**config.mk**
```make
export PLATFORM = sky130hd
export DESIGN_NAME = apb_rr_master
export DESIGN_NICKNAME = d
export VERILOG_FILES = /design/src/rtl/apb_rr_master.sv
export SDC_FILE = /design/constraint.sdc
export NUM_CORES = 1
export LEC_CHECK = 0
export ABC_AREA = 1
export CAP_MARGIN = 40
export CELL_PAD_IN_SITES_DETAIL_PLACEMENT = 0
export CELL_PAD_IN_SITES_GLOBAL_PLACEMENT = 1
export CORE_AREA = 3 3 221 223
export DETAILED_ROUTE_END_ITERATION = 7
export DIE_AREA = 0 0 224 226
export GPL_ROUTABILITY_DRIVEN = 0
export HOLD_SLACK_MARGIN = 0.05
export PLACE_DENSITY = 0.74
export SLEW_MARGIN = 10
export SYNTH_ARGS = -nofsm -noshare
export SYNTH_HDL_FRONTEND = slang
export SYNTH_SLANG_ARGS = --single-unit
```
**constraint.sdc**
```tcl
create_clock -name clk -period 2.35 [get_ports clk]
set_clock_uncertainty 0.1 [all_clocks]
set_input_delay 0.235 -clock clk [delete_from_list [all_inputs] [get_ports clk]]
set_output_delay 0.235 -clock clk [all_outputs]
set_load 0.05 [all_outputs]
```
**src/rtl/apb_rr_master.sv**
```systemverilog
// apb_rr_master: shares one APB master bus between NUM_REQ request/response
// ports. Grants one command at a time in round-robin order and decodes the
// slave from the top four address bits. It then runs SETUP/ACCESS with an
// optional access timeout and returns the result to the owning requester.
module apb_rr_master #(
  parameter int NUM_REQ        = 4,
  parameter int APB_NUM_SLAVES = 8,
  parameter int APB_ADDR_WIDTH = 12,
  parameter int TIMEOUT_CYCLES = 256
) (
  input  logic                             clk,
  input  logic                             rstn,
  input  logic [NUM_REQ-1:0]               req_valid,
  output logic [NUM_REQ-1:0]               req_ready,
  input  logic [NUM_REQ-1:0]               req_write,
  input  logic [NUM_REQ*(APB_ADDR_WIDTH+4)-1:0] req_addr,
  input  logic [NUM_REQ*32-1:0]            req_wdata,
  output logic [NUM_REQ-1:0]               rsp_valid,
  input  logic [NUM_REQ-1:0]               rsp_ready,
  output logic [31:0]                      rsp_rdata,
  output logic                             rsp_err,
  output logic [APB_NUM_SLAVES-1:0]        psel,
  output logic                             penable,
  output logic                             pwrite,
  output logic [APB_ADDR_WIDTH-1:0]        paddr,
  output logic [31:0]                      pwdata,
  input  logic [APB_NUM_SLAVES*32-1:0]     prdata,
  input  logic [APB_NUM_SLAVES-1:0]        pready,
  input  logic [APB_NUM_SLAVES-1:0]        pslverr
);

  localparam int  AW    = APB_ADDR_WIDTH + 4;
  localparam int  LW    = $clog2(NUM_REQ);
  localparam int  CW    = (TIMEOUT_CYCLES > 0) ? $clog2(TIMEOUT_CYCLES + 1) : 1;
  localparam bit  TO_EN = (TIMEOUT_CYCLES != 0);

  typedef enum logic [1:0] {IDLE, SETUP, ACCESS, RESP} state_t;

  state_t          state, state_nxt;
  logic [LW-1:0]   last, owner, grant_idx;
  logic            grant_found;
  logic [3:0]      slv;
  logic [CW-1:0]   cnt;

  logic [AW-1:0]   addr_arr  [NUM_REQ];
  logic [31:0]     wdata_arr [NUM_REQ];
  logic [31:0]     prdata_x  [16];
  logic [15:0]     pready_x, pslverr_x;

  logic [3:0]      grant_slv;
  logic            grant_dec_ok;
  logic            hs, access_done, timeout_hit, rsp_hs;

  // Unpack the requester buses so they can be indexed by the grant.
  for (genvar g = 0; g < NUM_REQ; g++) begin : g_req
    assign addr_arr[g]  = req_addr[g*AW +: AW];
    assign wdata_arr[g] = req_wdata[g*32 +: 32];
  end

  // Pad the slave buses to the full 16-entry decode space; absent slaves read as idle.
  for (genvar g = 0; g < 16; g++) begin : g_slv
    if (g < APB_NUM_SLAVES) begin : g_on
      assign prdata_x[g]  = prdata[g*32 +: 32];
      assign pready_x[g]  = pready[g];
      assign pslverr_x[g] = pslverr[g];
    end else begin : g_off
      assign prdata_x[g]  = '0;
      assign pready_x[g]  = 1'b0;
      assign pslverr_x[g] = 1'b0;
    end
  end

  // Round-robin search upward from last+1 with wrap-around.
  always_comb begin : p_grant
    logic [LW:0] sum;
    grant_found = 1'b0;
    grant_idx   = '0;
    sum         = '0;
    for (int i = 1; i <= NUM_REQ; i++) begin
      sum = {1'b0, last} + (LW+1)'(i);
      if (sum >= (LW+1)'(NUM_REQ)) sum = sum - (LW+1)'(NUM_REQ);
      if (!grant_found && req_valid[sum[LW-1:0]]) begin
        grant_found = 1'b1;
        grant_idx   = sum[LW-1:0];
      end
    end
  end

  assign grant_slv    = addr_arr[grant_idx][AW-1:APB_ADDR_WIDTH];
  assign grant_dec_ok = ({1'b0, grant_slv} < 5'(APB_NUM_SLAVES));
  assign hs           = (state == IDLE) && grant_found;
  assign access_done  = (state == ACCESS) && pready_x[slv];
  // pready in the final cycle takes priority over the timeout.
  assign timeout_hit  = TO_EN && (state == ACCESS) && !pready_x[slv] &&
                        ((int'(cnt) + 1) >= TIMEOUT_CYCLES);
  assign rsp_hs       = (state == RESP) && rsp_ready[owner];

  assign req_ready = hs ? (NUM_REQ'(1) << grant_idx) : '0;
  assign rsp_valid = (state == RESP) ? (NUM_REQ'(1) << owner) : '0;
  assign psel      = ((state == SETUP) || (state == ACCESS)) ?
                     (APB_NUM_SLAVES'(1) << slv) : '0;
  assign penable   = (state == ACCESS);

  // State register.
  always_ff @(posedge clk or negedge rstn) begin
    if (!rstn) state <= IDLE;
    else       state <= state_nxt;
  end

  // Next-state logic for the transfer sequencer.
  always_comb begin
    state_nxt = state;
    unique case (state)
      IDLE:    if (hs) state_nxt = grant_dec_ok ? SETUP : RESP;
      SETUP:   state_nxt = ACCESS;
      ACCESS:  if (access_done || timeout_hit) state_nxt = RESP;
      RESP:    if (rsp_hs) state_nxt = IDLE;
      default: state_nxt = IDLE;
    endcase
  end

  // Command latch, APB address/data, response capture and access counter.
  always_ff @(posedge clk or negedge rstn) begin
    if (!rstn) begin
      last      <= LW'(NUM_REQ - 1);
      owner     <= '0;
      slv       <= '0;
      pwrite    <= 1'b0;
      paddr     <= '0;
      pwdata    <= '0;
      rsp_rdata <= '0;
      rsp_err   <= 1'b0;
      cnt       <= '0;
    end else begin
      if (hs) begin
        owner <= grant_idx;
        last  <= grant_idx;
        slv   <= grant_slv;
        if (grant_dec_ok) begin
          pwrite <= req_write[grant_idx];
          paddr  <= addr_arr[grant_idx][APB_ADDR_WIDTH-1:0];
          pwdata <= wdata_arr[grant_idx];
        end else begin
          // Decode error: answer immediately, APB bus left untouched.
          rsp_err   <= 1'b1;
          rsp_rdata <= '0;
        end
      end
      if (state == ACCESS) begin
        if (cnt != {CW{1'b1}}) cnt <= cnt + CW'(1);
        if (access_done) begin
          rsp_rdata <= pwrite ? 32'd0 : prdata_x[slv];
          rsp_err   <= pslverr_x[slv];
        end else if (timeout_hit) begin
          rsp_rdata <= '0;
          rsp_err   <= 1'b1;
        end
      end
      if (rsp_hs) cnt <= '0;
    end
  end

endmodule

```
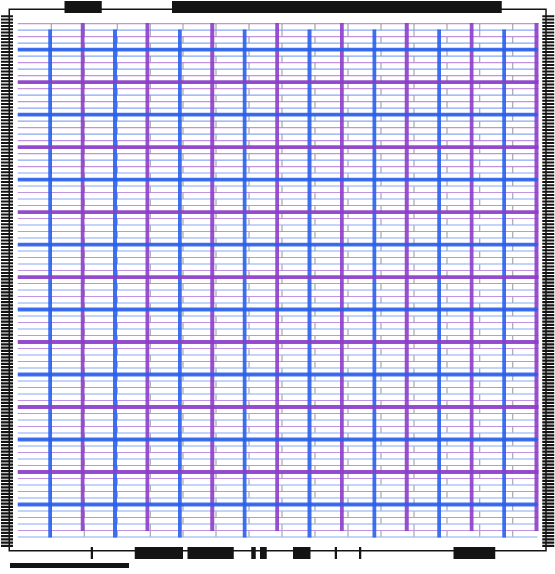
*Supply network, run 1*
Scale bar: 50 um. Pins as bars on the die edge. Tap cells in gray.
legend:
  VSS:
    color: blue
  VDD:
    color: purple
tap cells: 607
rows: 79
met4 straps: 16
signal pins: 573
met5 straps: 15
DIE WIDTH: 224 um
Worst VDD drop: 0.000904 V

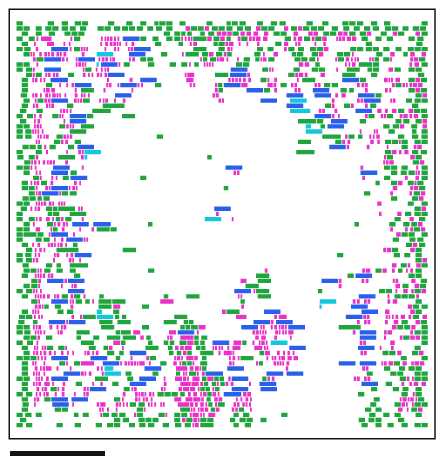
*Cells colored by class, run 1*
Scale bar: 50 um.
legend:
  flops:
    color: blue
    cells: 97
  clock drivers and dummy loads:
    color: cyan
    cells: 16
  all other logic:
    color: magenta
    cells: 951
  other buffers and delay cells:
    color: green
    cells: 714
flop share of the area: 0.153
site row count: 79
Final Util: 0.341

==> impl_metrics.env, run 1 <==
# flow metrics
export IMPL_area_leaders="dfrtp_1, nand2_1, a22oi_1, nand3_1, o21ai_0"
export IMPL_worstSetupStartpoint="last[0]$_DFFE_PN1N_"
export IMPL_endpoint="req_ready[0]"
export IMPL_finalSetupTns_ns=-36.33
export IMPL_cts_buffers=9
export IMPL_vias_per_cell=4.59
export IMPL_violations="negative setup slack"
export IMPL_drt_iter0_drc=696
export IMPL_grt_pass1_vias=11300
export IMPL_synth_flop_count=97
export IMPL_topCombFamilyByArea="simple AND/OR/NAND/NOR gates"
export IMPL_root_buffer="clkbuf_16"
export IMPL_ys_cells=1132
export IMPL_setup_viol=87
export IMPL_worstPathCellList="inv_4 -> nand2_1 -> nand2_2 -> nand2_2 -> nand2_4 -> nor2_4 -> buf_12 -> nand3_4 -> nand3_4 -> inv_4 -> buf_12 -> buf_12 -> nor3_4 -> buf_6"
export IMPL_r2r_cells=18
export IMPL_final_common_cell="clkdlybuf4s50_1"
export IMPL_setup_slack_ns=-0.539
export IMPL_final_cell_mix="clkdlybuf4s50_1, nand2_1, a22oi_1"
export IMPL_syn_to_final_growth_pct=116
export IMPL_outcome="complete, but fails checks"
export IMPL_worst_pin_slew_ns=0.606
export IMPL_critPathSlowestCell="dfstp_2"
export IMPL_ys_types=32
export IMPL_ys_sh_xor=0.00237
export IMPL_final_min_clock_period_ns=2.89
export IMPL_cp_arrival_ns=2.55
export IMPL_fp_nets=1615
export IMPL_end_kind="primary output"
export IMPL_r2r_end="paddr[9]$_DFFE_PN0P_"
export IMPL_firstDrtPassIters=5
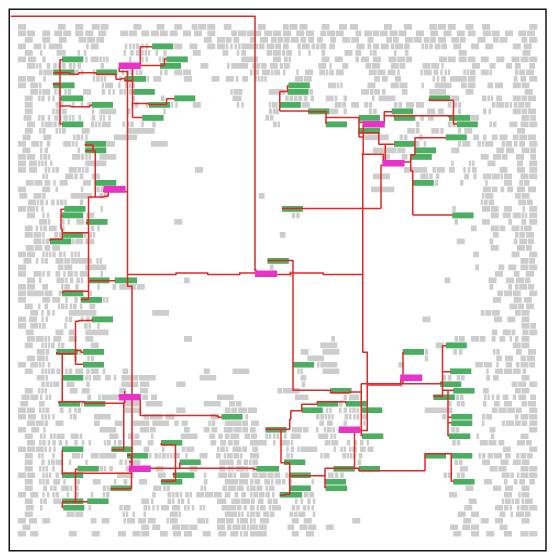
*Routed clock nets over the placement, run 1*
legend:
  clock wires:
    color: red
    length: 2040 um
  flip-flops:
    color: green
    count: 97
  cells driving clock nets:
    color: magenta
    count: 9
flops lie: widely spread
routed clock nets: 10
clk_lat worst skew: 0.38 ns
Power Clock: 1.63 mW
Clk pwr share: 0.059

[run 1: power breakdown]
group | switching, mW | leakage, nW | internal, mW
clock network | 0.765 | 0.147 | 0.862
registers | 0.506 | 1.26 | 2.41
logic | 13.3 | 5.45 | 9.81
total | 14.5 | 6.85 | 13.1
[run 1: cell usage after synthesis]
library cell and number:
inv_1 30, nand2_2 5, dfrtp_1 95, buf_2 15, o21ai_1 52, o31ai_1 1
xor2_1 2, buf_4 9, clkbuf_1 55, nor2_8 1, a31oi_1 1, nor3_1 7
nor2_4 1, nand2_4 2, a22oi_1 116, buf_1 5, nand3_2 2, o21ai_0 90
dfstp_2 2, a41oi_1 1, nand4_1 17, inv_4 1, o21ai_4 1, inv_2 5
nor2_1 26, ha_1 5, a21oi_1 48, nand3_1 114, clkinv_1 2, nor3b_1 1
o21a_1 1, nand2_1 419
[run 1: metal layers]
| metal | part of all wire | wire length [um] | global-route usage | vias to the layer above |
|---|---|---|---|---|
| met5 | 0 | 0 | 0 | - |
| met4 | 0.047 | 2480 | 0.103 | 0 |
| met3 | 0.071 | 3810 | 0.0464 | 97 |
| met2 | 0.51 | 27300 | 0.355 | 560 |
| met1 | 0.37 | 19700 | 0.217 | 5135 |
| li1 | - | - | - | 5186 |
[run 1: final cells by class]
class | instances | area [sq um]
antenna | 7 | 17.5
clock buffer | 12 | 246
clock inverter | 4 | 52.6
fill | 4951 | 30800
inverter | 38 | 159
multi-input combinational | 913 | 4710
sequential | 97 | 2430
tap | 607 | 759
timing repair buffer | 714 | 7550
[run 1: repair_timing]
item                       in CTS  in global routing
pin swaps                      21                  6
resized                        95                 26
hold endpoints to repair       32                  0
hold buffers                    1                  0
buffers inserted               30                 14
gates cloned                    8                  6
setup endpoints to repair      93                 91
## Run 2: what changed since run 1
Clock period 2.35 ns to 2.5 ns, I/O delays scaled along.
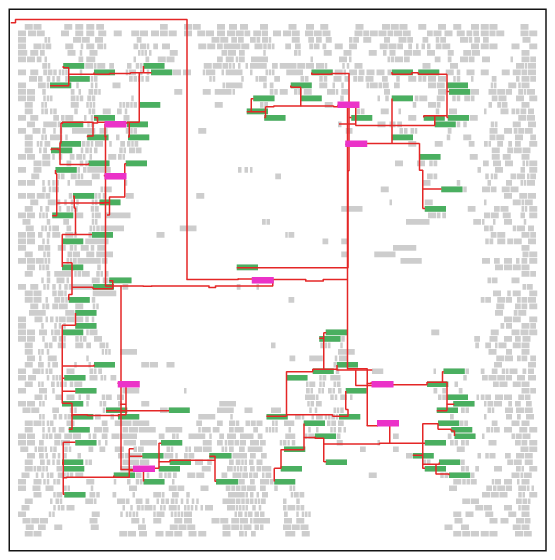
*Routed clock nets over the placement, run 2*
legend:
  cells driving clock nets:
    color: magenta
    count: 9
  flip-flops:
    color: green
    count: 97
  clock wires:
    color: red
    length: 2000 um
routed clock nets: 10
flops lie: widely spread
Clk pwr share: 0.061
Power Clock: 1.53 mW

==> run 2 against run 1 <==
- the flow still finishes with violations (negative setup slack)
- sequential cell count is the same
- global-route usage shrank 0.17 points
- critical path depth grew 2
- sequential share of layout area grew 0.30 points
- register-to-register slack gained 0.24 ns
- clock power shrank 6%
- total power shrank 9.2%
- cell area shrank 2.0%
- cell count shrank 1.2%
- non-clock buffer count shrank 26
- worst setup slack gained 0.21 ns
- largest power group unchanged
==> impl_metrics.env, run 2 <==
# flow metrics
export IMPL_worstPathCellList="inv_4 -> nand2_2 -> nand2_2 -> nand2_2 -> nand2_4 -> nor2_4 -> nand2_2 -> nand2_2 -> o21ai_4 -> buf_6 -> buf_12 -> nand2_4 -> inv_2 -> nand2_2 -> clkinvlp_4 -> buf_12"
export IMPL_rows=79
export IMPL_cts_buffers=9
export IMPL_endpoint="req_ready[1]"
export IMPL_area_leaders="dfrtp_1, nand2_1, a22oi_1, nand3_1, o21ai_0"
export IMPL_vias_per_cell=4.62
export IMPL_synth_cells_most_frequent="nand2_1, a22oi_1, nand3_1"
export IMPL_clockBufferDepth=2
export IMPL_synth_flop_count=97
export IMPL_drt_iter0_drc=721
export IMPL_worst_pin_slew_ns=0.713
export IMPL_setup_slack_ns=-0.333
export IMPL_ys_types=32
export IMPL_regArea_sq_um=2430
export IMPL_firstDrtPassIters=7
export IMPL_final_common_cell="clkdlybuf4s50_1"
export IMPL_end_kind="primary output"
export IMPL_worstSetupStartpoint="last[0]$_DFFE_PN1N_"
export IMPL_max_clock_freq_mhz=353
export IMPL_violations="negative setup slack"
export IMPL_r2r_end="paddr[8]$_DFFE_PN0P_"
export IMPL_fp_nets=1615
export IMPL_edf_count=0
export IMPL_final_cell_mix="clkdlybuf4s50_1, nand2_1, a22oi_1"
export IMPL_final_min_clock_period_ns=2.83
export IMPL_syn_to_final_growth_pct=111
export IMPL_r2r_setup_slack_ns=-0.28
export IMPL_ys_cells=1132
export IMPL_async_flop_share=1.00
export IMPL_finalSetupTns_ns=-12.61
export IMPL_cp_arrival_ns=2.48
export IMPL_outcome="complete, but fails checks"
export IMPL_setup_viol=86
export IMPL_insertion_delay_ns=0.38
export IMPL_critPathTopFamily="simple AND/OR/NAND/NOR gates"
export IMPL_root_buffer="clkbuf_16"
export IMPL_max_vdd_ir_drop_v=0.00105
export IMPL_grt_pass1_vias=11200
export IMPL_r2r_cells=19
export IMPL_nFillCells=4937
export IMPL_die_w_um=224
[run 2: cell counts after synthesis]
No cell type changed its count.
[run 2: what timing repair did]
| action | in CTS | in global routing |
|---|---|---|
| resized | 95 | 20 |
| hold buffers | 1 | 0 |
| endpoints found under the hold margin | 30 | 0 |
| setup buffers | 15 | 5 |
| endpoints found under the setup margin | 34 | 87 |
| gates cloned | 9 | 3 |
| pin swaps | 44 | 7 |
[run 2: where the power goes]
part	internal [mW]	switching, mW
Clock	0.805	0.725
Combinational	8.50	12.3
Sequential	2.26	0.460
[run 2: through the flow]
step                      cell area (sq um)  utilization
after floorplan                        7420            -
after global placement                14500        0.309
after detailed placement              14500        0.309
after CTS                             15400        0.330
after global routing                  15600        0.334
final                                 15600        0.334
[run 2: cells by family (layout without fill, tap and decap cells)]
logic type      count (synthesis)  in the layout  synth area share
simple gates                  595            595             0.338
xor+xnor                        2              2           0.00237
flops                          97             97             0.329
other cells                     0              5                 0
buf+inv                       122            742            0.0695
fa+ha+maj                       5              5           0.00847
compound gates                311            311             0.253
[run 2: cell type report]
type / instances / area share
repair buffers: 688 / 0.461
well taps: 607 / 0.0487
clock inverters: 5 / 0.00345
inverters: 38 / 0.0100
flip-flops and latches: 97 / 0.156
diodes: 5 / 0.000802
clock buffers: 11 / 0.0156
multi-input cells: 913 / 0.305
[run 2: routing by layer]
layer | wire length [um] | global-route usage | up-vias
met3 | 3840 | 0.0400 | 76
li1 | - | - | 5136
met2 | 27900 | 0.371 | 579
met5 | 0 | 0 | -
met1 | 19300 | 0.213 | 5140
met4 | 1870 | 0.0782 | 0
Power and IR drop assume default switching activity.
